==> config.mk <==
export PLATFORM = sky130hd
export DESIGN_NAME = fetch_req_queue
export DESIGN_NICKNAME = d
export VERILOG_FILES = /design/src/rtl/fetch_req_queue.sv
export SDC_FILE = /design/constraint.sdc
export NUM_CORES = 1
export LEC_CHECK = 0
export ABC_AREA = 0
export CAP_MARGIN = 30
export CORE_ASPECT_RATIO = 1.4
export CORE_UTILIZATION = 40
export DETAILED_ROUTE_END_ITERATION = 16
export HOLD_SLACK_MARGIN = 0.08
export PLACE_DENSITY = 0.62
export SLEW_MARGIN = 20
export SYNTH_ARGS = -nofsm -noshare
export SYNTH_HDL_FRONTEND = slang
export SYNTH_SLANG_ARGS = --single-unit
==> constraint.sdc <==
create_clock -name clock -period 12.45 [get_ports clock]
set_input_delay 1.245 -clock clock [delete_from_list [all_inputs] [get_ports clock]]
set_output_delay 1.245 -clock clock [all_outputs]
set_load 0.01 [all_outputs]
Fig. 1: cell area per tile
The bar under the picture is 50 microns long. The die is cut into 21 by 29 equal tiles; black is low, pale yellow is high, 0 to 100% covered.
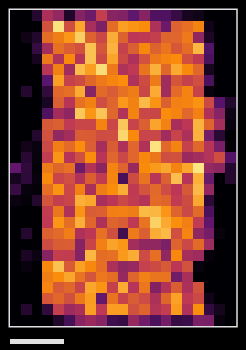
- fullest tile: 94%
- mean over tiles: 44%
- nearly empty tiles: 18%
- tiles over 75% full: 14%
utilization of the core after routing: 0.472
total core area: 59,000 sq um

Fig. 2: floorplan with the power grid
The bar under the picture is 50 microns long. Pins as bars on the die edge.
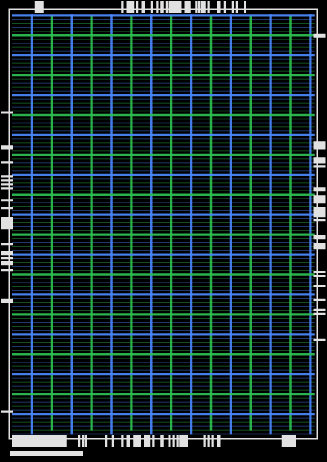
- green: VDD
- blue: VSS
- rows: 105
- met1 rails: 106
worst IR drop on VDD: 0.0000977 V
die span in x: 209 microns
Die Y-Extent: 292 microns

Fig. 3: placement by cell class
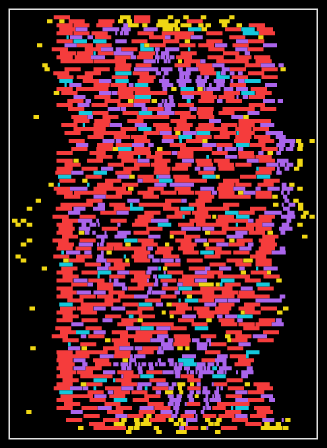
- cyan: clock drivers and dummy loads (cells 91)
- yellow: remaining buffers and delay cells (cells 173)
- purple: remaining logic cells (cells 489)
- red: registers (cells 581)
count of standard-cell rows: 105
fraction of area in registers: 0.625
Final Instance Area: 27,900 sq um

==> results.rst <==
Physical design figures
=======================

.. list-table::
   :header-rows: 1

   * - Metric
     - Value
   * - Share of synthesized area occupied by flip-flops and latches
     - 0.724
   * - Final clock period utilization by the worst path
     - 0.581
   * - Number of hold buffers added after cts
     - 0
   * - Antenna violations before repair
     - 8
   * - Area growth from synthesis to final layout
     - 15.9%
   * - Number of OpenROAD warnings
     - 65
   * - Number of vias after detailed routing
     - between 10,000 and 15,000
   * - Bufs on Longest Clock Path
     - 3
   * - Minimum hold slack
     - 0.476 ns
   * - Clock skew
     - 0.0174 ns
   * - Power dissipated by switching net loads
     - roughly 800 uW
   * - Multiplexer fraction of the synthesized cell area
     - 0.169
   * - Flops & latches, synth
     - roughly 580
   * - Root Buffer Master
     - clkbuf_16
   * - Routed wire per std cell
     - 24.9 microns
   * - Number of stages on the worst setup path
     - 10
   * - PwrDens
     - 140 nW/um^2
   * - Number of endpoints failing setup at the final stage
     - 0
   * - Setup repair after global routing missed its margin
     - false
   * - Achievable frequency
     - ~140 MHz
   * - Number of nets produced by synthesis
     - 1,242
   * - Setup slack of the most critical reg-to-reg path
     - 8.27 ns
   * - Most frequent logic cell in the layout
     - edfxtp_1
   * - Largest register FFs
     - 568
   * - Number of max-slew violations in the final report
     - 0
   * - Final standard cell count with taps included and fillers excluded
     - around 2,100
   * - Mean cell area of the mapped netlist
     - 21.5 sq um
   * - Global-route met2 utilization
     - 0.313
   * - Required time of the critical path
     - 11.20 ns
   * - Commonest cells after routing, fill and taps aside
     - edfxtp_1, clkdlybuf4s50_1, mux4_2
   * - Met1 track demand over resource
     - 0.206
   * - Max Cap Viol
     - 0
   * - Count of buffers inserted at the top-level ports
     - 149
   * - Clock share of power
     - 0.393
   * - Clock latency on the worst-skew pair
     - 0.59 ns
   * - Pin count of the biggest net entering global routing
     - 53
   * - Share of post-route cells with drive strength above 1
     - 0.200
   * - Drt via density
     - 5.37
   * - Synth logic family
     - multiplexers
   * - Final tally of hold violations
     - 0
   * - Cell total after placement
     - 1,992
   * - Number of cells in the yosys synthesis report
     - between 1,000 and 1,500
   * - Fp util
     - 0.407
   * - Met1 routed wirelength after detailed routing
     - 20,200 microns
   * - Global placement routability congestion
     - 0.747
   * - Leak Pwr
     - 8.34 nW
   * - Number of enable flip-flop cells
     - ~570
   * - Worst setup slack before clock tree synthesis
     - 5.57 ns
   * - Number of iterations in the first detailed-routing pass
     - 4
   * - Clock sink count
     - 581
   * - Simple-gate area share of the yosys netlist
     - 0.0494
   * - Detailed-route wire length
     - 52,000 microns
   * - Cell count of the worst reg-to-reg path
     - 7
   * - Post-detailed-placement half-perimeter wirelength
     - 32,200 microns
   * - Met2 Routed Length
     - 27,800 microns
   * - Top cell by count, worst path
     - buf_4
   * - Final-layout setup total negative slack
     - 0 ns
   * - Io pins
     - 189
   * - Busiest layer in global routing
     - met2
   * - Minimum clock period after layout
     - 7.23 ns
   * - Clock tree from TritonCTS
     - yes
   * - Sequential cell area
     - 17,400 sq um
   * - Cell-internal power
     - 3.11 mW
   * - Headroom to the max-slew limit
     - 0.386
   * - Combinational power share
     - 0.046
   * - Resized Gates After CTS
     - 0
   * - Post-Place Cell Area
     - 26,200 sq um
   * - Adder Area Share
     - 0.00667
   * - Logic cell area
     - roughly 6200 sq um
   * - Hold crit path type
     - flop to flop
   * - Number of remaining DRC errors
     - 0
   * - Cell area after synthesis
     - 24,000 sq um
   * - Top fanout value on the critical path
     - 36
   * - Endpoint class of the critical path
     - output port
   * - Xor/xnor share
     - 0.0252
   * - FFs w/ async S/R, synth
     - 0.0224
   * - Global-route wire length before repair
     - 77,900 microns
   * - Tightest Pin Transition
     - about 0.92 ns
   * - Yosys stat area
     - between 20,000 and 25,000 sq um
   * - Largest stage delay on the critical path
     - between 0.8 and 0.9 ns
   * - Syn. warnings
     - 0
   * - Met3 layer usage reported by global route
     - 0.0320
   * - Clock slew seen by the registers of the worst setup and hold paths
     - around 0.06 ns
   * - Uppermost layer routed
     - met5
   * - Critical Path Start Type
     - flop
   * - Final ANT Viol Nets
     - 0
   * - Unique cell types
     - 55
   * - Run status
     - finished clean
   * - Global route overflow
     - 0
   * - Switching fraction of total power
     - 0.203
   * - Depth of the CTS H-tree
     - 2
   * - WL met3
     - 2260 microns
   * - Slowest library cell on the worst path
     - dfrtp_4
   * - Portion of total power attributed to sequential cells
     - 0.560
   * - Overall global routing resource usage
     - 0.174
   * - Cell depth of the worst min-delay path
     - 1
   * - Compound-cell area share of the yosys netlist
     - 0.00484
   * - CTS buffer count
     - 50
   * - Violation tally from detailed-route iteration zero
     - 747
   * - Cell breakdown of the critical path
     - buf_4, buf_4, mux4_2, mux2i_1, fa_1, nor4_4, nand4_4, nor4_2, xnor2_1, clkdlybuf4s50_1
   * - Setup bufs post-CTS
     - 0
   * - Most used flip-flop cell after synthesis
     - edfxtp_1
   * - Path type of the worst setup path
     - flop to output port
   * - Via count of the first global-routing pass
     - 12,000
   * - Data arrival time of the critical path
     - 5.98 ns
   * - PnR Total Power
     - approximately 3.9 mW
   * - Number of nets at the end of the flow
     - 1,421
   * - Layout filler cell count
     - around 4,800
   * - CP top delay family
     - buffers and inverters
   * - Fin worst setup slack
     - 5.22 ns
   * - Gate count after technology mapping
     - 1,116
   * - Floorplan die area
     - slightly above 60,000 sq um
   * - Count of buffer and inverter cells on the critical path
     - 3
==> synth_stat cells (4+ instances only) <==
| cell | number | area [sq um] |
|---|---|---|
| or3_1 | 4 | 25.0 |
| mux4_1 | 31 | 815 |
| or2_2 | 5 | 31.3 |
| buf_4 | 14 | 105 |
| nor4_4 | 11 | 234 |
| xor2_1 | 16 | 140 |
| nand3_1 | 4 | 20.0 |
| mux2i_1 | 67 | 671 |
| inv_1 | 13 | 48.8 |
| buf_2 | 11 | 55.1 |
| xnor2_1 | 53 | 464 |
| nor4_2 | 10 | 125 |
| nor3_1 | 28 | 140 |
| mux2_2 | 7 | 78.8 |
| nand2_1 | 18 | 67.6 |
| nand4_1 | 4 | 25.0 |
| edfxtp_1 | 568 | 17100 |
| a21oi_1 | 5 | 25.0 |
| mux4_2 | 107 | 2410 |
| nor4_1 | 7 | 43.8 |
| nand4_4 | 4 | 85.1 |
| dfrtp_1 | 13 | 325 |
| buf_12 | 11 | 220 |
| nor2_1 | 36 | 135 |
| nand2b_1 | 6 | 37.5 |
| ha_1 | 8 | 100 |
| mux2i_2 | 6 | 82.6 |
==> area by class of cell <==
cell class | instances | area share
Sequential cell | 581 | 0.625
Clock buffer | 59 | 0.0469
Tap cell | 749 | 0.0336
Antenna cell | 3 | 0.000270
Multi-Input combinational cell | 476 | 0.222
Timing Repair Buffer | 173 | 0.0607
Clock inverter | 32 | 0.0103
Inverter | 13 | 0.00175
==> power groups by stage <==
stage,sequential (mW),clock [mW],combinational (mW)
2_1_floorplan,2.23,0,0.0804
3_3_place_gp,2.23,0,0.180
3_5_place_dp,2.23,0,0.185
4_1_cts,2.19,1.57,0.186
5_1_grt,2.19,1.64,0.195
6_report,2.19,1.54,0.181
Power is estimated from default activity; no workload was simulated.
